$ cat src/rtl/writeback_pkg.sv
// Shared types for the writeback stage: boolean type, control bus encoding,
// FSM states and the canned control words the control unit issues.
package boolPkg;
  typedef enum logic {F = 1'b0, T = 1'b1} bool;
endpackage

package writebackGroup;
  import boolPkg::*;

  typedef enum logic [1:0] {ALU = 2'd0, MEMORY = 2'd1, NEXTPC = 2'd2} resultMux;
  typedef enum logic [1:0] {WORD = 2'd0, HALF = 2'd1, BYTE = 2'd2} loadSize;

  typedef struct packed {
    bool      regWriteEn;
    resultMux resultSel;
    loadSize  size;
    bool      signExtend;
  } controlBus;

  typedef enum logic [1:0] {IDLE = 2'd0, WAIT_MEM = 2'd1, WRITE = 2'd2, FAULT = 2'd3} wbState;

  localparam controlBus NO_OP       = '{regWriteEn: F, resultSel: ALU,    size: WORD, signExtend: F};
  localparam controlBus ALU_RESULT  = '{regWriteEn: T, resultSel: ALU,    size: WORD, signExtend: F};
  localparam controlBus LINK        = '{regWriteEn: T, resultSel: NEXTPC, size: WORD, signExtend: F};
  localparam controlBus LOAD_WORD   = '{regWriteEn: T, resultSel: MEMORY, size: WORD, signExtend: F};
  localparam controlBus LOAD_HALF_S = '{regWriteEn: T, resultSel: MEMORY, size: HALF, signExtend: T};
  localparam controlBus LOAD_HALF_U = '{regWriteEn: T, resultSel: MEMORY, size: HALF, signExtend: F};
  localparam controlBus LOAD_BYTE_S = '{regWriteEn: T, resultSel: MEMORY, size: BYTE, signExtend: T};
  localparam controlBus LOAD_BYTE_U = '{regWriteEn: T, resultSel: MEMORY, size: BYTE, signExtend: F};

  function automatic logic isAligned(input loadSize size, input logic [1:0] addr);
    case (size)
      WORD:    return addr == 2'b00;
      HALF:    return !addr[0];
      default: return 1'b1;
    endcase
  endfunction
endpackage

$ cat src/rtl/writeback_load_align.sv
// Little-endian load lane extraction with sign or zero extension.
// Purely combinational; misaligned addresses are filtered upstream.
module loadAlign
  import boolPkg::*;
  import writebackGroup::*;
(
  input  logic [31:0] memReadData,
  input  logic [1:0]  addr,
  input  loadSize     size,
  input  bool         signExtend,
  output logic [31:0] alignedData
);
  logic [7:0]  byteLane;
  logic [15:0] halfLane;
  logic        fill;

  always_comb begin
    byteLane    = memReadData[{addr, 3'b000} +: 8];
    halfLane    = memReadData[{addr[1], 4'b0000} +: 16];
    fill        = 1'b0;
    alignedData = memReadData;
    case (size)
      BYTE: begin
        fill        = (signExtend == T) && byteLane[7];
        alignedData = {{24{fill}}, byteLane};
      end
      HALF: begin
        fill        = (signExtend == T) && halfLane[15];
        alignedData = {{16{fill}}, halfLane};
      end
      default: alignedData = memReadData;
    endcase
  end
endmodule

$ cat src/rtl/writeback.sv
// Final datapath stage: selects ALU / load / link result and issues one
// register-file write per accepted instruction; all outputs are registered.
module writeback
  import boolPkg::*;
  import writebackGroup::*;
(
  input  logic        clk,
  input  logic        reset,
  input  controlBus   writebackControl,
  input  logic        start,
  input  logic [31:0] aluResult,
  input  logic [31:0] nextPC,
  input  logic [4:0]  destIndex,
  input  logic [31:0] memReadData,
  input  logic        memReadValid,
  output logic        regFileWriteEn,
  output logic [4:0]  regFileWriteIndex,
  output logic [31:0] regFileWriteData,
  output logic        busy,
  output logic        done,
  output logic        misalignedFault
);
  wbState      state_q;
  bool         wrEn_q;
  loadSize     size_q;
  bool         sext_q;
  logic [1:0]  addr_q;
  logic [4:0]  dest_q;
  logic        wen_q;
  logic [4:0]  idx_q;
  logic [31:0] data_q;
  logic        busy_q;
  logic        done_q;
  logic        fault_q;
  logic [31:0] alignedData;

  loadAlign u_loadAlign (
    .memReadData (memReadData),
    .addr        (addr_q),
    .size        (size_q),
    .signExtend  (sext_q),
    .alignedData (alignedData)
  );

  always_ff @(posedge clk or posedge reset) begin
    if (reset) begin
      state_q <= IDLE;
      wrEn_q  <= F;
      size_q  <= WORD;
      sext_q  <= F;
      addr_q  <= 2'b00;
      dest_q  <= 5'd0;
      wen_q   <= 1'b0;
      idx_q   <= 5'd0;
      data_q  <= 32'd0;
      busy_q  <= 1'b0;
      done_q  <= 1'b0;
      fault_q <= 1'b0;
    end else begin
      done_q  <= 1'b0;
      wen_q   <= 1'b0;
      fault_q <= 1'b0;
      case (state_q)
        IDLE: if (start) begin
          wrEn_q <= writebackControl.regWriteEn;
          size_q <= writebackControl.size;
          sext_q <= writebackControl.signExtend;
          addr_q <= aluResult[1:0];
          dest_q <= destIndex;
          busy_q <= 1'b1;
          if (writebackControl.resultSel == MEMORY) begin
            if (isAligned(writebackControl.size, aluResult[1:0])) begin
              state_q <= WAIT_MEM;
            end else begin
              state_q <= FAULT;
              done_q  <= 1'b1;
              fault_q <= 1'b1;
            end
          end else begin
            state_q <= WRITE;
            done_q  <= 1'b1;
            wen_q   <= (writebackControl.regWriteEn == T) && (destIndex != 5'd0);
            idx_q   <= destIndex;
            data_q  <= (writebackControl.resultSel == NEXTPC) ? nextPC : aluResult;
          end
        end
        WAIT_MEM: if (memReadValid) begin
          state_q <= WRITE;
          done_q  <= 1'b1;
          wen_q   <= (wrEn_q == T) && (dest_q != 5'd0);
          idx_q   <= dest_q;
          data_q  <= alignedData;
        end
        default: begin
          // WRITE and FAULT are single-cycle; outputs were set on entry
          state_q <= IDLE;
          busy_q  <= 1'b0;
        end
      endcase
    end
  end

  assign regFileWriteEn    = wen_q;
  assign regFileWriteIndex = idx_q;
  assign regFileWriteData  = data_q;
  assign busy              = busy_q;
  assign done              = done_q;
  assign misalignedFault   = fault_q;
endmodule

$ cat config.mk
export PLATFORM = sky130hd
export DESIGN_NAME = writeback
export DESIGN_NICKNAME = d
export VERILOG_FILES = /design/src/rtl/writeback_pkg.sv /design/src/rtl/writeback_load_align.sv /design/src/rtl/writeback.sv
export SDC_FILE = /design/constraint.sdc
export NUM_CORES = 1
export LEC_CHECK = 0
export ABC_CLOCK_PERIOD_IN_PS = 4500
export CELL_PAD_IN_SITES_DETAIL_PLACEMENT = 2
export CELL_PAD_IN_SITES_GLOBAL_PLACEMENT = 2
export CORE_ASPECT_RATIO = 0.5
export CORE_MARGIN = 2
export CORE_UTILIZATION = 26
export CTS_CLUSTER_DIAMETER = 50
export DETAILED_ROUTE_END_ITERATION = 16
export PLACE_DENSITY = 0.92
export SYNTH_ARGS = -nofsm -noshare
export SYNTH_HDL_FRONTEND = slang
export SYNTH_HIERARCHICAL = 1
export SYNTH_SLANG_ARGS = --single-unit
$ cat constraint.sdc
create_clock -name clk -period 4.5 [get_ports clk]
set_clock_uncertainty 0.2 [all_clocks]
set_input_delay 0.45 -clock clk [delete_from_list [all_inputs] [get_ports clk]]
set_output_delay 0.45 -clock clk [all_outputs]
set_load 0.01 [all_outputs]
flops_by_reg.png
The bar under the picture is 50 um long. Other sequential cells in the stronger grey, the rest of the logic in the fainter grey.
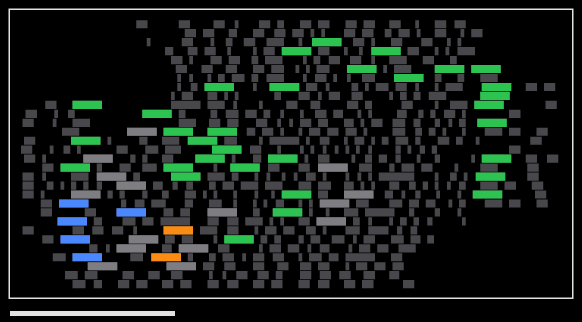
[blue] dest_q | placed flops: 5 | where: bottom left
[green] regFileWriteData | placed flops: 32
[orange] state_q | placed flops: 2
not coloured: 15

wires.png
The bar under the picture is 50 um long. Two of the layers only.
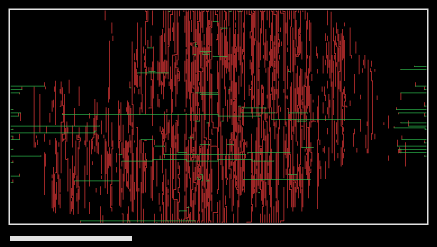
[green] metal 3 | wire length: 715 um
[red] metal 2 | wire length: 8000 um
DR WL/cell: 21.8 um
Total GRT Usage: 0.215

placement_by_type.png
The bar under the picture is 50 um long. Fill, decap, tap and diode cells in grey.
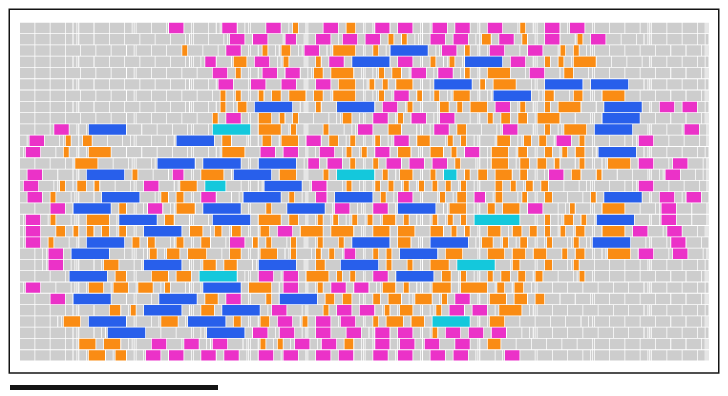
[magenta] other buffers and delay cells | cells: 158
[cyan] clock drivers and dummy loads | cells: 8
[orange] combinational and other logic | cells: 310
[blue] flops | cells: 54

congestion.png
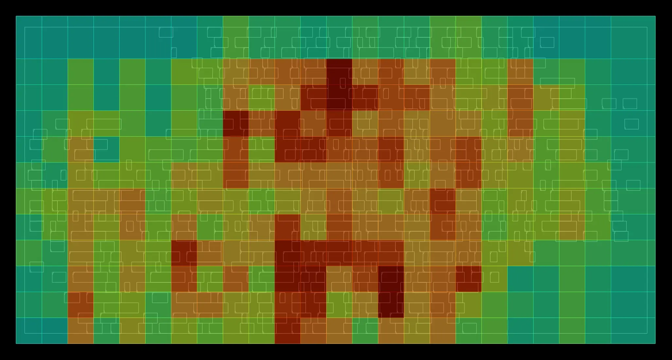
GR Util met2: 0.392
GR peak layer: met2
global-route track usage on met1: 0.247
final core utilization: 0.397
routing usage on met3: 0.0409

==> summary.txt <==
Flow results follow.

The total count of max-transition violations in the final report is 0. Setup repair after global routing left no endpoint under its margin. The power group with the largest share is combinational cells. The final antenna diode tally reported by the flow is 0. The power dissipated by switching net loads is just under 0.9 mW. Non-clock inverters in the final layout number 7. The synthesized cell area is ~0.0036 sq mm. For this block, wires on met1 add up to 6400 um. The number of warnings the tools reported is 27. The iteration count of the initial detailed-routing pass is 4. The combinational power is about 1.2 mW.

The horizontal die dimension is roughly 170 um. The die boundary height is 87.3 um. The share of final layout cell area taken by non-clock buffers is 0.291. The capture point of the critical path was reported as regFileWriteData[1]$_DFFE_PP0P_. The post-detailed-route DRC marker count is 0. The per-cell via count in the routed design is just under 5. The transition time recorded at the tightest slew-check pin is roughly 1.3 ns. The layout overhead on the synthesized area is 49.3%.

The number of signal-net buffers in the layout is approximately 160. The clock transition at the registers of the reported paths is about 0.080 ns. The highest metal layer with signal wires is met4. The final HPWL from detailed placement is 11600 um.

Per the layout report, the design carries 6 clock buffers. The cell count listed in synth_stat.txt is roughly 400. After floorplanning, the core was sized to cover roughly 0.014 sq mm. The part of the total power dissipated in the clock network is 0.200. Looking at the VDD voltage map, the peak drop is 0.135 mV. STA puts the critical path data required time at around 4.6 ns. The number of levels in the clock H-tree is 2.

Post-CTS timing repair inserted 0 buffers for setup. The number of nets still failing antenna checks after routing is 0. In the post-route analysis, the smallest setup slack over all paths is ~1.6 ns. The overall power after layout is 2.43 mW. Endpoints failing hold in the final report were tallied at 0. Among all cell types in the netlist, the one instantiated most often is sky130_fd_sc_hd__nand2_1. The flip-flop count of the largest register after layout is 32. The number of buffers inserted for hold repair after clock tree synthesis is 0. Summing all placed instances gives a cell area of between 0.005 and 0.006 sq mm.

The initial antenna violation count is 0. The starting DRC count in detailed routing is about 180. Recorded from the global router log, the overflow total was 0. The cell count after synthesis is 397. The worst setup path is launched from a register. The sequential fraction of design power is 0.317. The chip area in the Yosys report is ~0.0036 sq mm. The area occupied by multi-input gates is 0.00202 sq mm. The leakage power figure is between 2 and 2.5 nW. The flow ran to the end, and the final reports show no timing, DRC or antenna violations. The tightest hold margin is between 0.2 and 0.3 ns.
Power is estimated from default activity; no workload was simulated.
